==> run_1/m1.png <==
Drawn at 6 px/micron. Supply wires on this layer in grey.
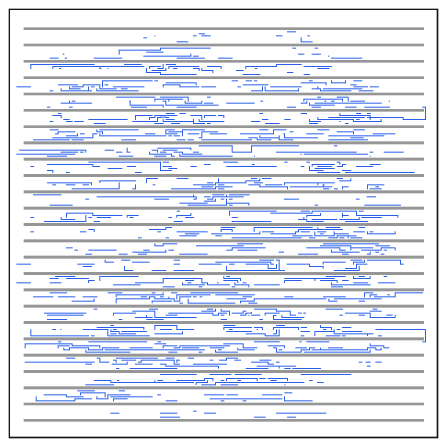
==> run_1/m2.png <==
Drawn at 4 px/micron. Cells faint in the background.
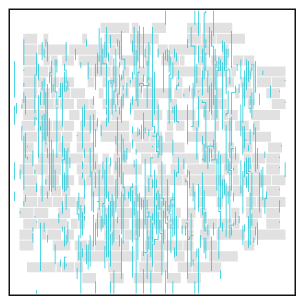
==> run_1/m3.png <==
Drawn at 6 px/micron.
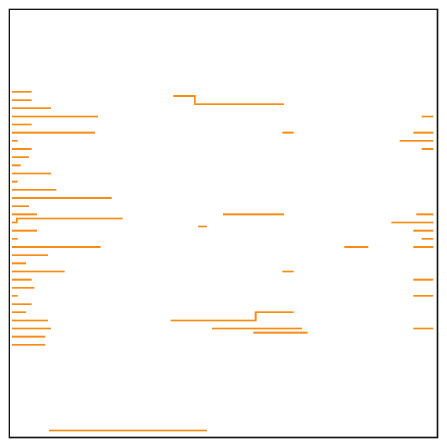
==> run_1/pinout.png <==
Drawn at 6 px/micron. Pins as bars across the die edge, other pins in grey.
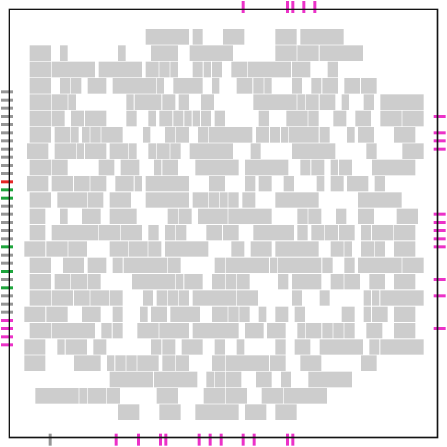
## config.mk

```make
export PLATFORM = sky130hd
export DESIGN_NAME = pipeline_hazard_ctrl_flat
export DESIGN_NICKNAME = d
export VERILOG_FILES = /design/src/rtl/pipeline_hazard_ctrl_if.sv /design/src/rtl/pipeline_hazard_ctrl.sv /design/src/flat_wrapper.sv
export SDC_FILE = /design/constraint.sdc
export NUM_CORES = 1
export LEC_CHECK = 0
export CAP_MARGIN = 20
export CORE_MARGIN = 2
export CORE_UTILIZATION = 48
export DETAILED_ROUTE_END_ITERATION = 6
export PLACE_DENSITY_LB_ADDON = 0.3
export SYNTH_ARGS = -nofsm -noshare
export SYNTH_HDL_FRONTEND = slang
export SYNTH_SLANG_ARGS = --single-unit
```

## constraint.sdc

```tcl
create_clock -name clk -period 3 [get_ports clk]
set_clock_uncertainty 0.05 [all_clocks]
set_input_delay 0.6 -clock clk [delete_from_list [all_inputs] [get_ports clk]]
set_output_delay 0.6 -clock clk [all_outputs]
set_load 0.02 [all_outputs]
```

## src/rtl/pipeline_hazard_ctrl_if.sv

```systemverilog
// Hazard-control bundle between the MIPS pipeline datapath
// and the stall/flush sequencer.
interface pipeline_hazard_ctrl_if;
  logic [4:0]  Rs_ID;
  logic [4:0]  Rt_ID;
  logic        UsesRt_ID;
  logic        MulDiv_ID;
  logic        HiLoRead_ID;
  logic        MemRead_EX;
  logic [4:0]  LoadDest_EX;
  logic        BranchTaken_EX;
  logic        MulDivStart_EX;
  logic        PCWrite;
  logic        IFID_Write;
  logic        IFID_Flush;
  logic        IDEX_Flush;
  logic        MulDivBusy;
  logic        ProtoErr;
  logic [31:0] StallCycles;

  modport master (
    output Rs_ID, Rt_ID, UsesRt_ID,
    output MulDiv_ID, HiLoRead_ID,
    output MemRead_EX, LoadDest_EX,
    output BranchTaken_EX, MulDivStart_EX,
    input  PCWrite, IFID_Write,
    input  IFID_Flush, IDEX_Flush,
    input  MulDivBusy, ProtoErr,
    input  StallCycles
  );

  modport slave (
    input  Rs_ID, Rt_ID, UsesRt_ID,
    input  MulDiv_ID, HiLoRead_ID,
    input  MemRead_EX, LoadDest_EX,
    input  BranchTaken_EX, MulDivStart_EX,
    output PCWrite, IFID_Write,
    output IFID_Flush, IDEX_Flush,
    output MulDivBusy, ProtoErr,
    output StallCycles
  );
endinterface

```

## src/rtl/pipeline_hazard_ctrl.sv

```systemverilog
// Load-use, branch-flush and mult/div hazard sequencer
// for the 5-stage MIPS pipeline.
module pipeline_hazard_ctrl #(
  parameter int MULDIV_LAT = 32,
  parameter int CNT_W      = 6
) (
  input logic clk,
  input logic rst,
  pipeline_hazard_ctrl_if.slave hz
);

  typedef enum logic {
    RUN,
    MULDIV
  } state_e;

  state_e fsm_q, fsm_d;
  logic [CNT_W-1:0] cnt_q, cnt_d;
  logic perr_q, perr_d;
  logic [31:0] stall_q, stall_d;

  logic busy;
  logic loaduse;
  logic mdhaz;
  logic start_ok;
  logic start_bad;
  logic pc_w;

  always_comb begin
    busy = (fsm_q == MULDIV) | hz.MulDivStart_EX;
    loaduse = hz.MemRead_EX
            & (hz.LoadDest_EX != 5'd0)
            & ((hz.LoadDest_EX == hz.Rs_ID)
            | (hz.UsesRt_ID
            & (hz.LoadDest_EX == hz.Rt_ID)));
    mdhaz = busy & (hz.MulDiv_ID | hz.HiLoRead_ID);
    start_bad = hz.MulDivStart_EX
              & ((fsm_q == MULDIV) | hz.BranchTaken_EX);
    start_ok = hz.MulDivStart_EX & ~start_bad;
  end

  // Reset outranks branch, branch outranks any stall.
  always_comb begin
    pc_w          = 1'b1;
    hz.IFID_Write = 1'b1;
    hz.IFID_Flush = 1'b0;
    hz.IDEX_Flush = 1'b0;
    priority case (1'b1)
      rst: begin
        pc_w          = 1'b0;
        hz.IFID_Write = 1'b0;
        hz.IFID_Flush = 1'b1;
        hz.IDEX_Flush = 1'b1;
      end
      hz.BranchTaken_EX: begin
        hz.IFID_Flush = 1'b1;
        hz.IDEX_Flush = 1'b1;
      end
      (loaduse | mdhaz): begin
        pc_w          = 1'b0;
        hz.IFID_Write = 1'b0;
        hz.IDEX_Flush = 1'b1;
      end
      default: ;
    endcase
    hz.PCWrite     = pc_w;
    hz.MulDivBusy  = busy & ~rst;
    hz.ProtoErr    = perr_q;
    hz.StallCycles = stall_q;
  end

  always_comb begin
    fsm_d   = fsm_q;
    cnt_d   = cnt_q;
    perr_d  = perr_q | start_bad;
    stall_d = pc_w ? stall_q : stall_q + 32'd1;
    unique case (fsm_q)
      RUN: begin
        if (start_ok) begin
          fsm_d = MULDIV;
          cnt_d = CNT_W'(MULDIV_LAT - 1);
        end
      end
      MULDIV: begin
        if (cnt_q == CNT_W'(1)) begin
          fsm_d = RUN;
          cnt_d = '0;
        end else begin
          cnt_d = cnt_q - CNT_W'(1);
        end
      end
      default: begin
        fsm_d = RUN;
        cnt_d = '0;
      end
    endcase
  end

  always_ff @(posedge clk) begin
    if (rst) begin
      fsm_q   <= RUN;
      cnt_q   <= '0;
      perr_q  <= 1'b0;
      stall_q <= '0;
    end else begin
      fsm_q   <= fsm_d;
      cnt_q   <= cnt_d;
      perr_q  <= perr_d;
      stall_q <= stall_d;
    end
  end

endmodule

```

## src/flat_wrapper.sv

```systemverilog
// flat-port wrapper written by rule: the top's interface ports become plain ports
module pipeline_hazard_ctrl_flat 
#(
  parameter int MULDIV_LAT = 32,
  parameter int CNT_W      = 6
)
  (clk, rst, hz_Rs_ID, hz_Rt_ID, hz_UsesRt_ID, hz_MulDiv_ID, hz_HiLoRead_ID, hz_MemRead_EX, hz_LoadDest_EX, hz_BranchTaken_EX, hz_MulDivStart_EX, hz_PCWrite, hz_IFID_Write, hz_IFID_Flush, hz_IDEX_Flush, hz_MulDivBusy, hz_ProtoErr, hz_StallCycles);
  pipeline_hazard_ctrl_if hz_i ();
  input logic clk;
  input logic rst;
  input wire logic [$bits(hz_i.Rs_ID)-1:0] hz_Rs_ID;
  input wire logic [$bits(hz_i.Rt_ID)-1:0] hz_Rt_ID;
  input wire logic [$bits(hz_i.UsesRt_ID)-1:0] hz_UsesRt_ID;
  input wire logic [$bits(hz_i.MulDiv_ID)-1:0] hz_MulDiv_ID;
  input wire logic [$bits(hz_i.HiLoRead_ID)-1:0] hz_HiLoRead_ID;
  input wire logic [$bits(hz_i.MemRead_EX)-1:0] hz_MemRead_EX;
  input wire logic [$bits(hz_i.LoadDest_EX)-1:0] hz_LoadDest_EX;
  input wire logic [$bits(hz_i.BranchTaken_EX)-1:0] hz_BranchTaken_EX;
  input wire logic [$bits(hz_i.MulDivStart_EX)-1:0] hz_MulDivStart_EX;
  output wire logic [$bits(hz_i.PCWrite)-1:0] hz_PCWrite;
  output wire logic [$bits(hz_i.IFID_Write)-1:0] hz_IFID_Write;
  output wire logic [$bits(hz_i.IFID_Flush)-1:0] hz_IFID_Flush;
  output wire logic [$bits(hz_i.IDEX_Flush)-1:0] hz_IDEX_Flush;
  output wire logic [$bits(hz_i.MulDivBusy)-1:0] hz_MulDivBusy;
  output wire logic [$bits(hz_i.ProtoErr)-1:0] hz_ProtoErr;
  output wire logic [$bits(hz_i.StallCycles)-1:0] hz_StallCycles;
  assign hz_i.Rs_ID = hz_Rs_ID;
  assign hz_i.Rt_ID = hz_Rt_ID;
  assign hz_i.UsesRt_ID = hz_UsesRt_ID;
  assign hz_i.MulDiv_ID = hz_MulDiv_ID;
  assign hz_i.HiLoRead_ID = hz_HiLoRead_ID;
  assign hz_i.MemRead_EX = hz_MemRead_EX;
  assign hz_i.LoadDest_EX = hz_LoadDest_EX;
  assign hz_i.BranchTaken_EX = hz_BranchTaken_EX;
  assign hz_i.MulDivStart_EX = hz_MulDivStart_EX;
  assign hz_PCWrite = hz_i.PCWrite;
  assign hz_IFID_Write = hz_i.IFID_Write;
  assign hz_IFID_Flush = hz_i.IFID_Flush;
  assign hz_IDEX_Flush = hz_i.IDEX_Flush;
  assign hz_MulDivBusy = hz_i.MulDivBusy;
  assign hz_ProtoErr = hz_i.ProtoErr;
  assign hz_StallCycles = hz_i.StallCycles;
  pipeline_hazard_ctrl #(.MULDIV_LAT(MULDIV_LAT), .CNT_W(CNT_W)) u_core (.clk(clk), .rst(rst), .hz(hz_i));
endmodule
```

==> deck_impl_summary.md, run 1 <==
Run Summary

Power and ir drop
  • Tot Pwr: 1.10 mW
  • Switching share of power: 26.5%
  • Clk pwr share: 34.5%
  • Power Clock: 0.378 mW
  • PwrDens: 381 mW/mm^2
  • P_int: 0.806 mW
  • Leak pwr: 0.940 nW
  • Worst IR Drop VDD: 0.242 mV
  • Comb group: 0.161 mW
  • Largest power group: sequential cells
  • P_seq: 0.558 mW

Setup path
  • CP Buf/Inv Count: 2
  • Reg2reg path depth: 6
  • Worst Setup SP: hz_LoadDest_EX[4]
  • Critical path endpoint: hz_IDEX_Flush
  • Worst path cell trace: clkdlybuf4s50_1 -> or4_1 -> o21a_1 -> nand2_1 -> nand3b_1 -> clkdlybuf4s15_1
  • CP Data Required Time: 2.35 ns
  • CP Depth: 6
  • CP Max Fanout: 2
  • Critical R2R Launch: u_core.fsm_q
  • Worst r2r dst: u_core.hz.StallCycles[29]

Detailed routing
  • DR pass1 iterations: 4
  • Residual DRC: 0
  • DR vias: 2164
  • Via/cell ratio: 5.79
  • DRT Wirelength: 5060 microns
  • DRT antenna net count: 0

Clock tree
  • Latency at later pin: 0.30 ns
  • Clock Sinks: 40
  • H-tree Lvls: 2
  • Worst-path clk slew: 0.07 ns
  • # resized after CTS: 3
  • Clk buf depth: 2
  • Cts bufs inserted: 5
  • CTS root buffer: clkbuf_8
  • Clock tree from TritonCTS: done

Synth
  • Comb area leader: simple AND/OR/NAND/NOR gates
  • Count leader, synth: dfxtp_1
  • Asr flop ratio synth: 0%
  • Adder share: 1.74%
  • Synth area leader: dfxtp_1
  • Number of enable flip-flop cells: 0
  • And+or+nand+nor area frac: 29.3%
  • Synth Seq Share: 37.0%
  • AND-OR/OR-AND share of the synthesized area: 21.3%
  • # Cells Yosys: 261
  • Main synth FF type: dfxtp_1
  • Yosys top cell area share: 37.0%
  • Synth Net Count: 287
  • Synth Instances: 261
  • Post-synth top cells: dfxtp_1, a21oi_1, nand2_1

Floorplanning
  • Num rows: 24
  • Chip height: 71.1 microns

Finish
  • Antenna Cells: 0
  • Layout Cells excl Fill: 374
  • Final Net Count: 347
  • Final core occ: 66.2%
  • Layout cell share with drive strength beyond 1: 8.70%
  • Cell area after layout: 0.00288 sq mm
  • Logic cell area: 0.00125 sq mm
  • Fillers: 376
  • Flop area: 801 sq um

Global route
  • First-pass GRT wire length: 8710 microns
  • Total Routing Usage GR: 21.1%
  • Congestion Overflow GR: 0
  • Initial antenna violation count: 0

Final timing
  • Tcrit/Tclk final: 98.0%
  • Crit path time final: 2.94 ns
  • Setup ws final: 0.0598 ns
  • Setup TNS: 0 ns
  • Highest Clock Rate: 340 MHz
  • Relative max-transition margin: 65.6%
  • Hold_ws: 0.409 ns
  • Slew Viols, Final: 0
  • Hold Fails Final Rpt: 0

Worst hold path
  • Hold Path Sink: u_core.hz.ProtoErr
  • HP Start: u_core.hz.ProtoErr
  • Hold Path Depth: 2

Flow run
  • Log Warnings: 28
  • Maxcap violations: 0

Placed design
  • Area post-placement: 0.00279 sq mm
  • Dpl ws: -0.420 ns
  • Dpl hpwl: 3560 microns

Status
  • Status: finished, final reports clean
About m1.png:
The layer holds 44% of the routed length. 289 nets have wire on it.

About m2.png:
The layer holds 49% of the routed length. The layer carries 2460 microns of wire. 303 nets have wire on it.

About m3.png:
The wires run mostly horizontal. 49 nets have wire on it.

About pinout.png:
Key: red = hz_IFID_Flush [pins 1, direction output, edge west]; magenta = hz_StallCycles [pins 32, direction output, edge 12 east, 11 south, 5 north, 4 west]; green = hz_Rs_ID [pins 5, direction input, edge west]

run 1: per-layer routing:
metal | GRT usage (%) | up-vias | part of all wire, %
li1 | - | 1095 | -
met1 | 24.4 | 1005 | 44
met2 | 37.0 | 58 | 49
met3 | 6.41 | 6 | 6.3
met4 | 7.13 | 0 | 1.2
met5 | 0 | - | 0
run 1: cell type report:
class | instances | share of cell area [%]
Clock buffer | 6 | 2.86
Clock inverter | 2 | 0.347
Inverter | 8 | 1.04
Multi-Input combinational cell | 199 | 43.2
Sequential cell | 40 | 27.8
Tap cell | 52 | 2.26
Timing Repair Buffer | 67 | 22.5
run 1: registers in the layout, summed over array words and instances, names as in the netlist:
signal / flops
u_core.cnt_q: 6
u_core.fsm_q: 1
u_core.hz.ProtoErr: 1
u_core.hz.StallCycles: 32
--- run 2 (diff from run 1) ---
--- a/config.mk
+++ b/config.mk
@@ -5,7 +5,6 @@
 export SDC_FILE = /design/constraint.sdc
 export NUM_CORES = 1
 export LEC_CHECK = 0
-export CAP_MARGIN = 20
 export CORE_MARGIN = 2
 export CORE_UTILIZATION = 48
 export DETAILED_ROUTE_END_ITERATION = 6
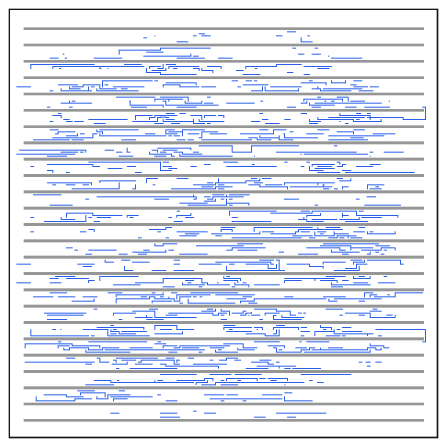
(run_2/m1.png)
Drawn at 6 px/micron. Supply wires on this layer in grey.
DRT Wirelength: 5060 microns
GR Layer Usage met1: 24.4%
DR vias: 2164

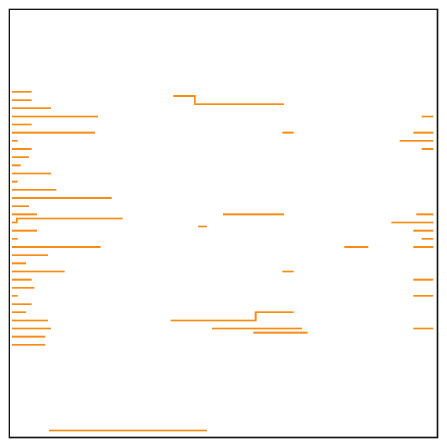
(run_2/m3.png)
Drawn at 6 px/micron.
49 nets have wire on it. The wires run mostly horizontal. The longest straight run is 26.0 microns.

==> run 2 against run 1 <==
- flip-flop count unchanged
- sequential power about the same
- via count unchanged
- final cell count unchanged
==> deck_impl_summary.md, run 2 <==
Run Summary

Setup path
  • Reg2reg path depth: 6 (unchanged)
  • Worst r2r dst: u_core.hz.StallCycles[29] (unchanged)
  • CP Max Fanout: 2 (unchanged)
  • Worst path cell trace: clkdlybuf4s50_1 -> or4_1 -> o21a_1 -> nand2_1 -> nand3b_1 -> clkdlybuf4s15_1 (unchanged)
  • Critical R2R Launch: u_core.fsm_q (unchanged)
  • CP Data Required Time: 2.35 ns (about the same)
  • CP Depth: 6 (unchanged)

Finish
  • Cell area after layout: 0.00288 sq mm (unchanged)
  • Layout cell share with drive strength beyond 1: 8.70% (unchanged)
  • Layout Cells excl Fill: 374 (unchanged)
  • Final core occ: 66.2% (unchanged)

Final timing
  • Setup ws final: 0.0598 ns (unchanged)
  • Hold Fails Final Rpt: 0 (unchanged)
  • Setup TNS: 0 ns (unchanged)
  • Slew Viols, Final: 0 (unchanged)

Synth
  • Synth Instances: 261 (unchanged)
  • Synth Net Count: 287 (unchanged)
  • Comb area leader: simple AND/OR/NAND/NOR gates (unchanged)
  • Count leader, synth: dfxtp_1 (unchanged)
  • Number of enable flip-flop cells: 0 (unchanged)
  • # Cells Yosys: 261 (unchanged)
  • Main synth FF type: dfxtp_1 (unchanged)

Power and ir drop
  • Leak pwr: 0.940 nW (unchanged)
  • P_seq: 0.558 mW (about the same)
  • Switching share of power: 26.5% (unchanged)
  • Tot Pwr: 1.10 mW (unchanged)
  • PwrDens: 381 mW/mm^2 (unchanged)
  • Comb group: 0.161 mW (about the same)
  • Power Clock: 0.378 mW (about the same)

Detailed routing
  • M1 wire length: 2220 microns (unchanged)
  • Met2 WL post-DR: 2460 microns (unchanged)
  • DR pass1 iterations: 4 (unchanged)
  • Via/cell ratio: 5.79 (unchanged)
  • Residual DRC: 0 (unchanged)

Status
  • Status: finished, final reports clean (unchanged)

Global route
  • GR peak layer: met2 (unchanged)
  • GR Layer Usage met2: 37.0% (unchanged)
  • Congestion Overflow GR: 0 (unchanged)
  • Initial antenna violation count: 0 (unchanged)

Worst hold path
  • Hold Path Depth: 2 (unchanged)

Clock tree
  • Latency at later pin: 0.30 ns (about the same)
  • CTS root buffer: clkbuf_8 (unchanged)
  • Worst-path clk slew: 0.07 ns (about the same)
  • H-tree Lvls: 2 (unchanged)

Placed design
  • Area post-placement: 0.00279 sq mm (unchanged)
  • Dpl ws: -0.420 ns (unchanged)

Flow run
  • Log Warnings: 28 (unchanged)
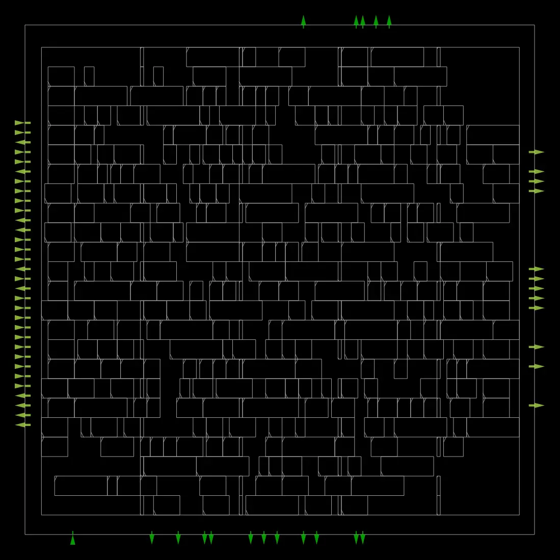
(run_2/placed.png)
num rows: 24
# Taps: 52

## run 2: cell counts after synthesis
No cell type changed its count.
## run 2: timing repair
| action | in CTS | in global routing |
|---|---|---|
| setup endpoints to repair | 3 | 2 |
| buffers inserted | 0 | 0 |
| gates resized | 3 | 10 |
| pin swaps | 0 | 3 |
## run 2: cell type report
class                           count  area, sq um
Multi-Input combinational cell    199         1250
Fill cell                         376         1470
Sequential cell                    40          801
Clock buffer                        6         82.6
Inverter                            8         30.0
Timing Repair Buffer               67          648
Tap cell                           52         65.1
Clock inverter                      2         10.0
## run 2: cell families (layout without fill, tap and decap cells)
logic type,after synthesis,in the layout
AND-OR/OR-AND,77,77
flip-flops,40,40
XOR/XNOR,11,11
adder cells (fa/ha/maj),3,3
multiplexers,1,1
buffers and inverters,22,83
AND/OR/NAND/NOR,107,107
Power figures rest on the tool's default switching activity, not on a simulated workload.
